==> config.mk <==
export PLATFORM = sky130hd
export DESIGN_NAME = lcd_reader
export DESIGN_NICKNAME = d
export VERILOG_FILES = /design/src/rtl/lcd_reader.sv
export SDC_FILE = /design/constraint.sdc
export NUM_CORES = 1
export LEC_CHECK = 0
export CAP_MARGIN = 20
export CORE_MARGIN = 2
export CORE_UTILIZATION = 40
export DETAILED_ROUTE_END_ITERATION = 12
export PLACE_DENSITY = 0.63
export SLEW_MARGIN = 20
export SYNTH_ARGS = -nofsm -noshare
export SYNTH_HDL_FRONTEND = slang
export SYNTH_SLANG_ARGS = --single-unit
export TNS_END_PERCENT = 30
==> constraint.sdc <==
create_clock -name clk -period 3.35 [get_ports clk]
set_input_delay 0.5025 -clock clk [delete_from_list [all_inputs] [get_ports clk]]
set_output_delay 0.5025 -clock clk [all_outputs]
set_load 0.05 [all_outputs]
==> src/rtl/lcd_reader.sv <==
// HD44780-style 4-bit read sequencer: busy-flag/address or data byte reads,
// with optional busy polling until bit 7 clears or a read limit is reached.
module lcd_reader #(
    parameter int T_AS      = 2,
    parameter int T_EH      = 12,
    parameter int T_EL      = 40,
    parameter int MAX_POLLS = 255
) (
    input  logic       clk,
    input  logic       rst,
    input  logic       req,
    input  logic       rs_sel,
    input  logic       poll,
    input  logic [3:0] lcd_d,
    output logic       ready,
    output logic       rd_valid,
    output logic [7:0] rd_data,
    output logic       timeout,
    output logic       sf_e,
    output logic       e,
    output logic       rs,
    output logic       rw
);
    typedef enum logic [2:0] {IDLE, SETUP, EHI, ELO, DONE} state_t;

    state_t      state, state_n;
    logic [15:0] timer, timer_n;
    logic        hi, hi_n;
    logic [7:0]  shadow, shadow_n;
    logic        rs_q, rs_n;
    logic        poll_q, poll_n;
    logic [7:0]  cnt, cnt_n, cnt_inc;
    logic [7:0]  rd_data_q, rd_data_n;

    always_ff @(posedge clk) begin
        if (rst) begin
            state     <= IDLE;
            timer     <= '0;
            hi        <= 1'b0;
            shadow    <= '0;
            rs_q      <= 1'b0;
            poll_q    <= 1'b0;
            cnt       <= '0;
            rd_data_q <= '0;
        end else begin
            state     <= state_n;
            timer     <= timer_n;
            hi        <= hi_n;
            shadow    <= shadow_n;
            rs_q      <= rs_n;
            poll_q    <= poll_n;
            cnt       <= cnt_n;
            rd_data_q <= rd_data_n;
        end
    end

    always_comb begin
        state_n   = state;
        timer_n   = timer + 16'd1;
        hi_n      = hi;
        shadow_n  = shadow;
        rs_n      = rs_q;
        poll_n    = poll_q;
        cnt_n     = cnt;
        rd_data_n = rd_data_q;
        cnt_inc   = cnt + 8'd1;
        ready     = 1'b0;
        rd_valid  = 1'b0;
        rd_data   = rd_data_q;
        timeout   = 1'b0;
        sf_e      = 1'b1;
        e         = 1'b0;
        rs        = rs_q;
        rw        = 1'b1;

        case (state)
            IDLE: begin
                ready   = 1'b1;
                rs      = 1'b0;
                rw      = 1'b0;
                timer_n = '0;
            end
            SETUP: begin
                if (timer == 16'(T_AS - 1)) begin
                    timer_n = '0;
                    hi_n    = 1'b1;
                    state_n = EHI;
                end
            end
            EHI: begin
                e = 1'b1;
                if (timer == 16'(T_EH - 1)) begin
                    if (hi) shadow_n[7:4] = lcd_d;
                    else    shadow_n[3:0] = lcd_d;
                    timer_n = '0;
                    state_n = ELO;
                end
            end
            ELO: begin
                if (timer == 16'(T_EL - 1)) begin
                    timer_n = '0;
                    if (hi) begin
                        hi_n    = 1'b0;
                        state_n = EHI;
                    end else begin
                        state_n = DONE;
                    end
                end
            end
            DONE: begin
                timer_n = '0;
                cnt_n   = cnt_inc;
                // Keep polling with RS/RW held; the bus is never released between reads.
                if (poll_q && shadow[7] && (cnt_inc < 8'(MAX_POLLS))) begin
                    hi_n    = 1'b1;
                    state_n = EHI;
                end else begin
                    ready     = 1'b1;
                    rd_valid  = 1'b1;
                    rd_data   = shadow;
                    rd_data_n = shadow;
                    timeout   = poll_q & shadow[7];
                    state_n   = IDLE;
                end
            end
            default: state_n = IDLE;
        endcase

        if (ready && req) begin
            rs_n    = rs_sel;
            poll_n  = poll & ~rs_sel;
            cnt_n   = '0;
            timer_n = '0;
            state_n = SETUP;
        end
    end
endmodule
met1.png
The bar under the picture is 20 um long. Supply wires on this layer in gray.
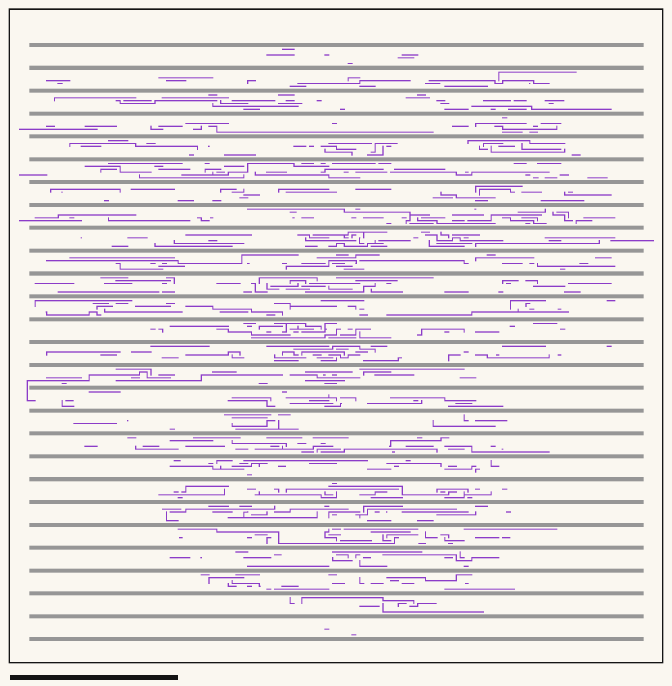
The longest straight run is 25.8 um. The layer carries 2060 um of wire.
total via count after detailed routing: 1689
sum of routed wire length over all layers: 4200 um
global-route met1 utilization: 0.188

met2.png
Cells faint in the background.
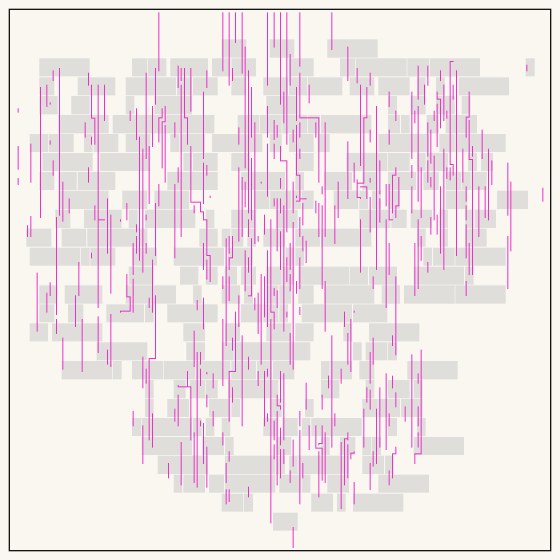
223 nets have wire on it. The wires run mostly vertical. The layer carries 1940 um of wire. The longest straight run is 32.0 um. The layer holds 46% of the routed length.
met2 track demand over resource in global routing: 0.251

==> results.toml <==
# yosys + openroad results
[run_status]
status = "finished, final reports clean"

[sta]
rsz0062_at_grt = "false"
layout_min_cycle_time_ns = 3.17
timing.final.crit_share = 0.946
hold_violations = 0
drv_slew = 0
worst_hold_slack_ns = 0.492
setup_slack_ns = 0.182
maxClockFrequency_ghz = 0.316
slew-limit-headroom = 0.555
setup_violations = 0
setup_total_negative_slack_ns = 0

[logic_synthesis]
syn_area_sq_um = 2170
number_of_enable_flip_flop_cells = 0
netlist_top_cells_area = "dfxtp_1 (42%), nor2_1 (7.4%), mux2_4 (4.8%)"
synthDominantCellAreaShare = 0.425
postSynth.topFlopCell = "dfxtp_1"
synthesized_net_count = 248
netlist.top_cell.by_area = "dfxtp_1"
synth_sequential_area_ratio = 0.425
synth_cells = 235
proportion_of_register_bits_with_asynchronous_set_or_reset_after_synthesis = 0
netlist_top_cells_count = "dfxtp_1 (46), nor2_1 (43), nand2_1 (15)"
yosysWarningCount = 0
post_synth.cell_area_avg_sq_um = 9.22

[cells_and_area]
fillers = 502
layout_cell_area_excl_fill_sq_um = 2580
area_growth_syn_to_layout_pct = 19.1
final_util = 0.499
ratio_of_cells_with_drive_above_1_in_the_final_layout = 0.156
fin_cells = 332
diodes = 0
layout.nets = 274

[pwr]
combPwrFrac = 0.075
power.sequential.fraction = 0.532
clock_power_share = 0.393
worst_ir_drop_vdd_mv = 0.206
leakagePower_nw = 0.970
power_per_cell_area_nw_per_um2 = 405
post-layout-total-power_mw = 1.05

[setup_path]
critical_path.reg2reg.endpoint = "rd_data_q[2]"
cp_slowest_cell = "or4_4"
critical_path_peak_fanout = 10
worst_path_largest_cell_delay_ns = 0.56
cp.arrival_ns = 2.67
cp-end-kind = "output pin"
worstReg2RegStart = "state[1]"
cp.required_ns = 2.85
timing.setup.critical_path_class = "reg2out"
timing.reg2reg.worst_path_depth = 5
crit_path_from = "state[1]"
crit_chain = "or3b_4 > or4_4 > o21ai_4 > mux2_4 > buf_4"
crit_path_start_kind = "flip-flop"

[placement]
dpl.cell_count = 324
dp.final_hpwl_um = 2990
port_buffers = 22
globalplace.congestion = 0.781
place_area_sq_um = 2470
dpl_worst_slack_ns = 0.426

[die]
die_w_um = 77.6
ios = 24
die_y_um = 77.6
core-area_sq_um = 5170

[clock_tree]
cts.hold.buffers_added = 0
post_cts_resized = 0
ctsRootBufferMaster = "clkbuf_8"
cts_tree = "built"
ctsHtreeMaxLevel = 2
postCtsSetupRepairBufs = 0

[route]
detail_route.drc_violations = 0
route.antenna.remaining_nets = 0
dr.first_iter.drc_count = 83
drtPass1Iterations = 4
routedWlPerCell_um = 12.6
drt-vias-per-instance = 5.09

[worst_hold_path]
timing.hold.worst.class = "reg2reg"
end_point_of_the_most_critical_hold_path = "timer[0]"
min-delay-start = "timer[0]"

[global_routing]
globalRouteOverflowTotal = 0
initial_antenna_violation_count = 0
grt_start_max_net_pins = 17
first_pass_grt_wire_length_um = 7270
via_count_of_the_first_global_routing_pass = 1598

[run]
drv.max_cap_violation_count = 0
warnings = 28
[routing by layer]
layer  part of all wire  global-route usage  up-vias
met5                  0                   0        -
met4              0.016              0.0589        0
met3              0.032              0.0349        7
met2               0.46               0.251       26
met1               0.49               0.188      791
li1                   -                   -      865
[layout make-up]
cell class / instances / area [sq um] / share of cell area
Tap cell: 70 / 87.6 / 0.0339
Timing Repair Buffer: 27 / 253 / 0.0979
Clock buffer: 6 / 72.6 / 0.0281
Inverter: 5 / 18.8 / 0.00727
Clock inverter: 2 / 37.5 / 0.0145
Sequential cell: 46 / 921 / 0.357
Multi-Input combinational cell: 176 / 1190 / 0.461
[flip-flops by register name, summed over array words and instances (netlist names)]
register   flops
cnt            8
hi             1
poll_q         1
rd_data_q      8
rs_q           1
shadow         8
state          3
timer         16
[worst register-to-register path, stage by stage, from the launching register on]
cell,delay (ns)
dfxtp_1,0.42
or3b_4,0.44
or4_4,0.56
o21ai_4,0.39
mux2_4,0.36
and2_1,0.15
[cell families after synthesis]
kind of cell / count (synthesis) / synth area share
and+or+nand+nor: 112 / 0.271
DFF: 46 / 0.425
AOI/OAI and AO/OA: 22 / 0.0791
xor gates and xnor gates: 22 / 0.0889
muxes: 15 / 0.0855
buffers and inverters: 13 / 0.0254
adders and majority gates: 4 / 0.0231
other: 1 / 0.00173
[worst max path at each step]
stage                       endpoint  slack [ns]  cells after the start
after floorplan                ready        0.45                      5
after global placement       timeout        0.46                      6
after detailed placement       ready        0.43                      6
after CTS                      ready        0.08                      6
after global routing      rd_data[6]         0.1                      5
final                     rd_data[2]        0.18                      5
[power by group through the flow]
| stage | logic (mW) | registers, mW | clock network [mW] |
|---|---|---|---|
| floorplan | 0.0511 | 0.568 | 0 |
| global placement | 0.0791 | 0.569 | 0 |
| detailed placement | 0.0788 | 0.569 | 0 |
| CTS | 0.0792 | 0.556 | 0.423 |
| global route | 0.0849 | 0.557 | 0.442 |
| finish | 0.0784 | 0.556 | 0.411 |
[layout by cell type (no fill, tap or decap), types with 2 or more instances in the layout]
master and instances:
dfxtp_1 46, nor2_1 43, nand2_1 15, buf_4 13, xor2_1 12, clkdlybuf4s50_1 11
xnor2_1 10, and2_1 9, nand4_1 8, mux2i_1 8, mux2_4 7, a21oi_1 6
inv_1 5, nand3_1 5, clkbuf_8 5, nor3_1 4, nor4_1 4, and3_1 4
ha_1 4, or2_2 3, nand2b_1 2, nor4b_1 2, o21ai_0 2, dlymetal6s2s_1 2
